File: src/rtl/dmem_access_ctrl_if.sv
`default_nettype none
// ============================================================================
//  Module      : dmem_access_ctrl_if
//  Description : Request/response and data-memory signal bundle for the
//                load/store controller.
//  Revision    : 1.0 - initial release
// ============================================================================
interface dmem_access_ctrl_if;
    logic        req_valid;
    logic        req_ready;
    logic        req_we;
    logic [1:0]  req_size;
    logic        req_unsigned;
    logic [31:0] req_addr;
    logic [31:0] req_wdata;
    logic        resp_valid;
    logic        resp_fault;
    logic [31:0] resp_rdata;
    logic [31:0] mem_address;
    logic [31:0] mem_datain;
    logic        mem_WE;
    logic        mem_writebyte;
    logic        mem_writehalfword;
    logic [31:0] mem_data;

    // The CPU datapath and the memory together form the environment (master).
    modport master (
        output req_valid, req_we, req_size, req_unsigned, req_addr, req_wdata,
        output mem_data,
        input  req_ready, resp_valid, resp_fault, resp_rdata,
        input  mem_address, mem_datain, mem_WE, mem_writebyte, mem_writehalfword
    );

    modport slave (
        input  req_valid, req_we, req_size, req_unsigned, req_addr, req_wdata,
        input  mem_data,
        output req_ready, resp_valid, resp_fault, resp_rdata,
        output mem_address, mem_datain, mem_WE, mem_writebyte, mem_writehalfword
    );
endinterface
`default_nettype wire

File: src/rtl/dmem_access_ctrl.sv
`default_nettype none
// ============================================================================
//  Module      : dmem_access_ctrl
//  Description : Single-outstanding load/store controller for a big-endian,
//                async-read data memory with alignment and range checking.
//  Revision    : 1.0 - initial release
// ============================================================================
module dmem_access_ctrl #(
    parameter logic [31:0] STARTADDR = 32'h1000_0000,
    parameter logic [31:0] LENGTH    = 32'h0000_1000
) (
    input  logic              clk,
    input  logic              reset,
    dmem_access_ctrl_if.slave bus
);
    localparam logic [1:0]  S_IDLE   = 2'd0;
    localparam logic [1:0]  S_ACCESS = 2'd1;
    localparam logic [1:0]  S_RESP   = 2'd2;

    localparam logic [32:0] c_first = {1'b0, STARTADDR};
    localparam logic [32:0] c_last  = {1'b0, STARTADDR} + {1'b0, LENGTH} - 33'd1;

    logic [1:0]  r_state;
    logic [1:0]  w_next;
    logic        w_accept;
    logic        w_fault;
    logic [32:0] w_nbytes;
    logic [32:0] w_addr33;
    logic [32:0] w_end33;
    logic [31:0] w_ext;

    logic [31:0] r_addr;
    logic [31:0] r_wdata;
    logic        r_we;
    logic [1:0]  r_size;
    logic        r_uns;
    logic        r_fault;
    logic [31:0] r_rdata;

    // 33-bit arithmetic keeps the end-of-range check free of wrap-around.
    always_comb begin
        w_nbytes = 33'd4;
        case (bus.req_size)
            2'b00:   w_nbytes = 33'd1;
            2'b01:   w_nbytes = 33'd2;
            default: w_nbytes = 33'd4;
        endcase
        w_addr33 = {1'b0, bus.req_addr};
        w_end33  = w_addr33 + w_nbytes - 33'd1;
        w_fault  = (bus.req_size == 2'b11)
                 | ((bus.req_size == 2'b01) & bus.req_addr[0])
                 | ((bus.req_size == 2'b10) & (|bus.req_addr[1:0]))
                 | (w_addr33 < c_first)
                 | (w_end33 > c_last);
    end

    always_ff @(posedge clk) begin
        if (reset) begin
            r_state <= S_IDLE;
        end else begin
            r_state <= w_next;
        end
    end

    always_comb begin
        w_next   = r_state;
        w_accept = 1'b0;
        case (r_state)
            S_IDLE: begin
                if (bus.req_valid) begin
                    w_accept = 1'b1;
                    w_next   = w_fault ? S_RESP : S_ACCESS;
                end
            end
            S_ACCESS: w_next = S_RESP;
            S_RESP:   w_next = S_IDLE;
            default:  w_next = S_IDLE;
        endcase
    end

    // Big-endian: the addressed byte always arrives in the MSB lane.
    always_comb begin
        w_ext = bus.mem_data;
        case (r_size)
            2'b00:   w_ext = {{24{~r_uns & bus.mem_data[31]}}, bus.mem_data[31:24]};
            2'b01:   w_ext = {{16{~r_uns & bus.mem_data[31]}}, bus.mem_data[31:16]};
            default: w_ext = bus.mem_data;
        endcase
    end

    always_ff @(posedge clk) begin
        if (reset) begin
            r_addr  <= 32'h0;
            r_wdata <= 32'h0;
            r_we    <= 1'b0;
            r_size  <= 2'b00;
            r_uns   <= 1'b0;
            r_fault <= 1'b0;
            r_rdata <= 32'h0;
        end else if (w_accept) begin
            r_we    <= bus.req_we;
            r_size  <= bus.req_size;
            r_uns   <= bus.req_unsigned;
            r_fault <= w_fault;
            r_rdata <= 32'h0;
            // Faulting requests leave the memory-facing address/data untouched.
            if (!w_fault) begin
                r_addr  <= bus.req_addr;
                r_wdata <= bus.req_wdata;
            end
        end else if ((r_state == S_ACCESS) && !r_we) begin
            r_rdata <= w_ext;
        end
    end

    assign bus.req_ready         = (r_state == S_IDLE);
    assign bus.resp_valid        = (r_state == S_RESP);
    assign bus.resp_fault        = (r_state == S_RESP) & r_fault;
    assign bus.resp_rdata        = (r_state == S_RESP) ? r_rdata : 32'h0;
    assign bus.mem_address       = r_addr;
    assign bus.mem_datain        = r_wdata;
    // Reset gates the strobe directly so a reset during ACCESS commits nothing.
    assign bus.mem_WE            = (r_state == S_ACCESS) & r_we & ~reset;
    assign bus.mem_writebyte     = (r_state == S_ACCESS) & (r_size == 2'b00);
    assign bus.mem_writehalfword = (r_state == S_ACCESS) & (r_size == 2'b01);
endmodule
`default_nettype wire

File: src/flat_wrapper.sv
// flat-port wrapper written by rule: the top's interface ports become plain ports
module dmem_access_ctrl_flat 
#(
    parameter logic [31:0] STARTADDR = 32'h1000_0000,
    parameter logic [31:0] LENGTH    = 32'h0000_1000
)
  (clk, reset, bus_req_valid, bus_req_we, bus_req_size, bus_req_unsigned, bus_req_addr, bus_req_wdata, bus_mem_data, bus_req_ready, bus_resp_valid, bus_resp_fault, bus_resp_rdata, bus_mem_address, bus_mem_datain, bus_mem_WE, bus_mem_writebyte, bus_mem_writehalfword);
  dmem_access_ctrl_if bus_i ();
  input  logic clk;
  input  logic reset;
  input wire logic [$bits(bus_i.req_valid)-1:0] bus_req_valid;
  input wire logic [$bits(bus_i.req_we)-1:0] bus_req_we;
  input wire logic [$bits(bus_i.req_size)-1:0] bus_req_size;
  input wire logic [$bits(bus_i.req_unsigned)-1:0] bus_req_unsigned;
  input wire logic [$bits(bus_i.req_addr)-1:0] bus_req_addr;
  input wire logic [$bits(bus_i.req_wdata)-1:0] bus_req_wdata;
  input wire logic [$bits(bus_i.mem_data)-1:0] bus_mem_data;
  output wire logic [$bits(bus_i.req_ready)-1:0] bus_req_ready;
  output wire logic [$bits(bus_i.resp_valid)-1:0] bus_resp_valid;
  output wire logic [$bits(bus_i.resp_fault)-1:0] bus_resp_fault;
  output wire logic [$bits(bus_i.resp_rdata)-1:0] bus_resp_rdata;
  output wire logic [$bits(bus_i.mem_address)-1:0] bus_mem_address;
  output wire logic [$bits(bus_i.mem_datain)-1:0] bus_mem_datain;
  output wire logic [$bits(bus_i.mem_WE)-1:0] bus_mem_WE;
  output wire logic [$bits(bus_i.mem_writebyte)-1:0] bus_mem_writebyte;
  output wire logic [$bits(bus_i.mem_writehalfword)-1:0] bus_mem_writehalfword;
  assign bus_i.req_valid = bus_req_valid;
  assign bus_i.req_we = bus_req_we;
  assign bus_i.req_size = bus_req_size;
  assign bus_i.req_unsigned = bus_req_unsigned;
  assign bus_i.req_addr = bus_req_addr;
  assign bus_i.req_wdata = bus_req_wdata;
  assign bus_i.mem_data = bus_mem_data;
  assign bus_req_ready = bus_i.req_ready;
  assign bus_resp_valid = bus_i.resp_valid;
  assign bus_resp_fault = bus_i.resp_fault;
  assign bus_resp_rdata = bus_i.resp_rdata;
  assign bus_mem_address = bus_i.mem_address;
  assign bus_mem_datain = bus_i.mem_datain;
  assign bus_mem_WE = bus_i.mem_WE;
  assign bus_mem_writebyte = bus_i.mem_writebyte;
  assign bus_mem_writehalfword = bus_i.mem_writehalfword;
  dmem_access_ctrl #(.STARTADDR(STARTADDR), .LENGTH(LENGTH)) u_core (.clk(clk), .reset(reset), .bus(bus_i));
endmodule
File: config.mk
export PLATFORM = sky130hd
export DESIGN_NAME = dmem_access_ctrl_flat
export DESIGN_NICKNAME = d
export VERILOG_FILES = /design/src/rtl/dmem_access_ctrl_if.sv /design/src/rtl/dmem_access_ctrl.sv /design/src/flat_wrapper.sv
export SDC_FILE = /design/constraint.sdc
export NUM_CORES = 1
export LEC_CHECK = 0
export CAP_MARGIN = 25
export CORE_MARGIN = 3
export CORE_UTILIZATION = 25
export CTS_CLUSTER_SIZE = 14
export DETAILED_ROUTE_END_ITERATION = 12
export HOLD_SLACK_MARGIN = 0.15
export PLACE_DENSITY_LB_ADDON = 0.12
export SETUP_SLACK_MARGIN = 0.05
export SLEW_MARGIN = 20
export SYNTH_ARGS = -nofsm -noshare
export SYNTH_HDL_FRONTEND = slang
export SYNTH_SLANG_ARGS = --single-unit
File: constraint.sdc
create_clock -name clk -period 11.6 [get_ports clk]
set_clock_uncertainty 0.15 [all_clocks]
set_input_delay 2.32 -clock clk [delete_from_list [all_inputs] [get_ports clk]]
set_output_delay 2.32 -clock clk [all_outputs]
set_load 0.005 [all_outputs]
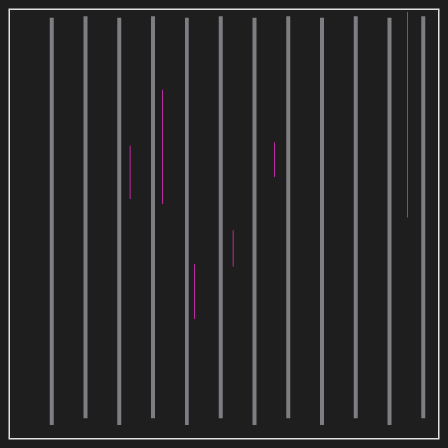
(run_1/layer_met4.png)
Supply wires on this layer in grey.
longest straight run: 82.3 um
wire length on this layer: 199 um
DR vias: 6381
drt total wl: 21770 um

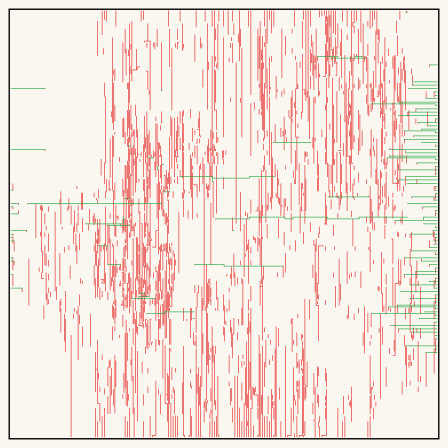
(run_1/wires.png)
Two of the layers only.
legend:
  green:
    layer: metal 3
    wire_length: 1030 um
  red:
    layer: metal 2
    wire_length: 10300 um
Tot GR Track Use: 14.43%
Routed wire per std cell: 15.89 um

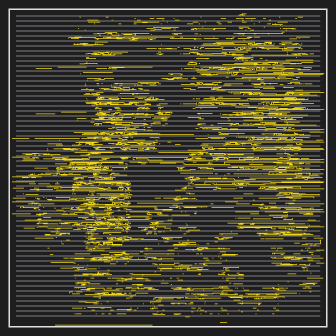
(run_1/layer_met1.png)
Supply wires on this layer in grey.
nets with wire on the layer: 1061
wire length on this layer: 10200 um
main direction: horizontal
share of all routed wire: 47%

## run 1: registers in the layout, summed over array words and instances (netlist names)
signal                  flops
u_core.bus.mem_address     32
u_core.bus.mem_datain      32
u_core.r_rdata             32
u_core.r_size               2
u_core.r_state              2
u_core.r_fault              1
u_core.r_uns                1
u_core.r_we                 1
## run 1: where the power goes
group / total [mW] / switching, mW / internal [mW]
Clock: 0.326 / 0.154 / 0.171
Combinational: 0.201 / 0.108 / 0.0928
Sequential: 0.359 / 0.00290 / 0.356
==> out/metrics.yaml, run 1 <==
run_status:
  status: "complete, no violations"
layout:
  n_antenna_cell: 0
  clk_share_pct: 3.270
  n_fill_cell: 2826
  buffer_area_share_pct: 22.43
  final_util_pct: 34.97
  final_cells: 1370
  non_clock_inverter_count: 46
  lay_top_count: "clkdlybuf4s50_1"
  logic_area_um2: 4360
  comb_share_pct: 46.14
  top_area_cell_class: "logic gates"
  final_design_area_no_fill_um2: 9450
  mostFrequentLayoutCells: "clkdlybuf4s50_1 (203), nand2b_1 (135), dfxtp_1 (103), nand2_1 (77), mux2i_1 (74)"
global_route:
  antenna_found_initial: 0
  use_met2_pct: 24.14
  use_met3_pct: 2.949
  met1_usage_pct: 19.31
setup_path:
  crit_slowest_cell: "a2111oi_4"
  cp.arrival_ns: 7.52
  reg2reg_slack_ns: 8.89
  cp-endpoint: "u_core.bus.mem_address[8]"
  crit_cells: 18
  r2r_cells: 6
  crit_chain: "clkdlybuf4s50_1 > inv_1 > nand2_1 > ha_1 > inv_1 > ha_1 > fa_1 > a211oi_1 > o211ai_1 > a211oi_1 > a21oi_1 > xnor2_1 > o21ai_0 > or4_4 > a2111oi_4 > buf_4 > buf_16 > mux2i_1"
  crit_buf_inv: 5
  worstReg2RegEnd: "u_core.bus.mem_address[8]"
  criticalPathCategory: "input port to register"
power_and_ir_drop:
  power_mw: 0.8855
  powerDensity_nw_per_um2: 93.70
  ir_drop_mv: 0.06458
logic_synthesis:
  ys.flop_type: "dfxtp_1"
  ys_warn_count: 0
  synth_area_per_cell_um2: 8.064
  xor_area_share_pct: 0.5087
  yosys.area.top_type: "dfxtp_1"
  synth-adder-area-share_pct: 6.831
  ys.flops: 103
  syn_nets: 994
  syn_area_um2: 6887
  synthArstFlopShare_pct: 0
min_path:
  min-delay-start: "u_core.r_rdata[31]"
placement:
  hpwl_um: 16440
  dp_cells: 1353
  gp_congestion: 0.8319
cts:
  path_clk_slew_ns: 0.07
  cts_hold_buf: 0
  cts_tree: "yes"
  cts-root-buf: "clkbuf_16"
  insertion_delay_ns: 0.36
  cts_buffers: 9
  cts_setup_buffers: 0
sta:
  fin_ws_ns: 4.215
  worst_pin_slew_ns: 0.8367
  hold_viol: 0
  rsz0062_at_grt: "no"
  period_used_pct: 63.66
  hold_ws_ns: 0.3025
detailed_routing:
  top_layer: "met4"
  dr.pass1.iters: 4
  drtAntennaViolNets: 0
  route.detailed.drc: 0
floorplanning:
  fp.dieW_um: 172.0
  nWellTaps: 341
  chipArea_um2: 29570
  core_um2: 27030
==> run 1 -> run 2 <==
==> constraint.sdc (replaced) <==
create_clock -name clk -period 6.4 [get_ports clk]
set_clock_uncertainty 0.15 [all_clocks]
set_input_delay 1.28 -clock clk [delete_from_list [all_inputs] [get_ports clk]]
set_output_delay 1.28 -clock clk [all_outputs]
set_load 0.005 [all_outputs]
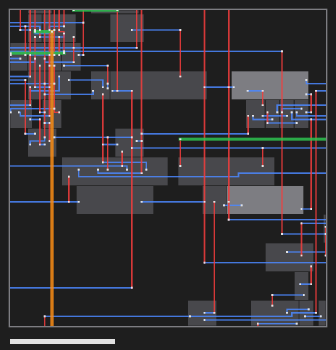
(run_2/detail.png)
Bar = 10 um. Window x 71 to 101, y 71 to 101 um. Cells in grey, sequential cells in the stronger grey; small squares are vias.
legend:
  red:
    layer: metal 2
  green:
    layer: metal 3
  blue:
    layer: metal 1
  orange:
    layer: metal 4
sequential cells in the window: 2
cells with their middle in the window: 30
netlist names of flops here include: u_core.r_state (2)
most frequent: nor2_1 (3), o21ai_0 (3)

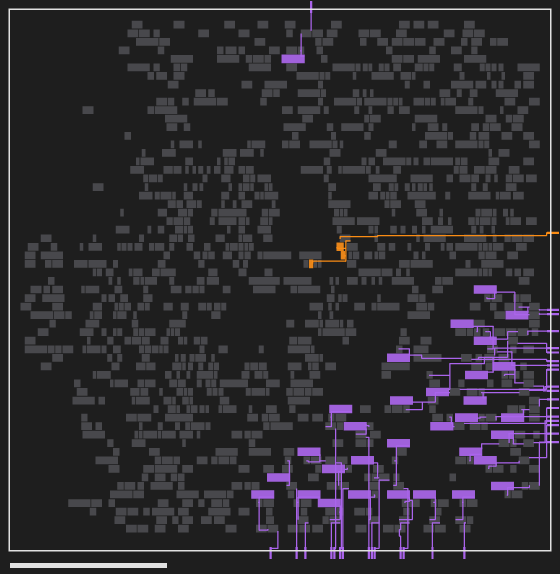
(run_2/io_fan.png)
Bar = 50 um.
legend:
  purple:
    port: bus_mem_datain
    bits: 32
    direction: output
    edge: 17 right, 14 bottom, 1 top
    end_cells: 32
    buffers: 32
    wire: 928 um
  orange:
    port: bus_req_valid
    bits: 1
    direction: input
    edge: right
    end_cells: 3
    buffers: 1
    wire: 91.0 um
port bufs: 204
I/O Pins: 205

==> run 2 against run 1 <==
  * Sequential power rose by 81%
  * Core utilization hardly changed
  * Synthesized cell count stayed put
  * Worst setup slack lost 3.5 ns
==> out/metrics.yaml, run 2 <==
run_status:
  status: "complete, no violations"
setup_path:
  crit_slowest_cell: "or4_4"
  cp-endpoint: "u_core.bus.mem_address[31]"
  crit_cells: 17
  crit_path_start: "bus_req_size[1]"
  crit_buf_inv: 4
  cp.arrival_ns: 5.78
  r2r_cells: 4
  worstReg2RegEnd: "u_core.r_rdata[9]"
  reg2reg_slack_ns: 4.26
  criticalPathCategory: "input port to register"
sta:
  relSlewSlack_pct: 42.56
  worst_pin_slew_ns: 0.8576
power_and_ir_drop:
  power.share.switching_pct: 30.75
  clk-power_mw: 0.573
  combinationalPower_mw: 0.365
  pg_seq_mw: 0.650
  p_seq_share_pct: 40.9
  intPower_mw: 1.100
  powerDensity_nw_per_um2: 168.2
  largestPowerGroup: "registers"
  p_comb_share_pct: 23.0
  clock_power_share_pct: 36.1
  ir_drop_mv: 0.1062
  p_switching_mw: 0.4886
detailed_routing:
  route.detailed.drc: 0
  dr.pass1.iters: 4
  vias: 6397
  drtAntennaViolNets: 0
  wl_um: 21700
  routedWlPerCell_um: 15.82
layout:
  n_antenna_cell: 0
  final_cells: 1372
  clk_share_pct: 3.165
  top_area_cell_class: "logic gates"
  n_fill_cell: 2841
  mostFrequentLayoutCells: "clkdlybuf4s50_1 (203), nand2b_1 (135), dfxtp_1 (103), nand2_1 (77), mux2i_1 (74)"
  lay_top_count: "clkdlybuf4s50_1"
  comb_share_pct: 46.15
  buffer_area_share_pct: 22.51
placement:
  hpwl_um: 16300
global_route:
  antenna_found_initial: 0
floorplanning:
  nWellTaps: 341
  chipArea_um2: 29570
  fp.dieW_um: 172.0
  core_um2: 27030
cts:
  cts_hold_buf: 0
  cts_tree: "yes"
  cts_setup_buffers: 0
  cts-root-buf: "clkbuf_16"
  insertion_delay_ns: 0.35
  cts_buffers: 9
  path_clk_slew_ns: 0.09
logic_synthesis:
  xor_area_share_pct: 0.5087
  syn_area_um2: 6887
  synthArstFlopShare_pct: 0
  syn_nets: 994
  ys_warn_count: 0
  ys.flops: 103
  synthSimpleGateAreaFrac_pct: 26.74
  ys.flop_type: "dfxtp_1"
  yosys.area.top_type: "dfxtp_1"
  synth_area_per_cell_um2: 8.064
min_path:
  min-delay-start: "u_core.r_rdata[4]"
run 2: cell counts after synthesis:
Identical to the previous run, type by type.
run 2: through the flow:
stage / util [%] / cell area (um^2) / power [mW] / hold slack [ns] / setup WS [ns]
after floorplan: - / 6887 / 0.8897 / 0.2773 / 1.499
after global placement: 33.84 / 9146 / 1.037 / 0.2894 / 0.3958
after detailed placement: 33.85 / 9149 / 1.032 / 0.2953 / 0.3926
after CTS: 34.96 / 9448 / 1.628 / 0.3077 / 0.7484
after global routing: 34.96 / 9448 / 1.683 / 0.3321 / 0.4083
final: 34.96 / 9448 / 1.589 / 0.3048 / 0.7522
run 2: per-layer routing:
metal	global-route usage, %	part of all wire [%]	vias to the layer above
li1	-	-	3302
met1	19.33	48	2931
met2	23.92	46	155
met3	2.149	4.4	9
met4	3.679	0.99	0
met5	0	0	-
Power and IR drop assume default switching activity.
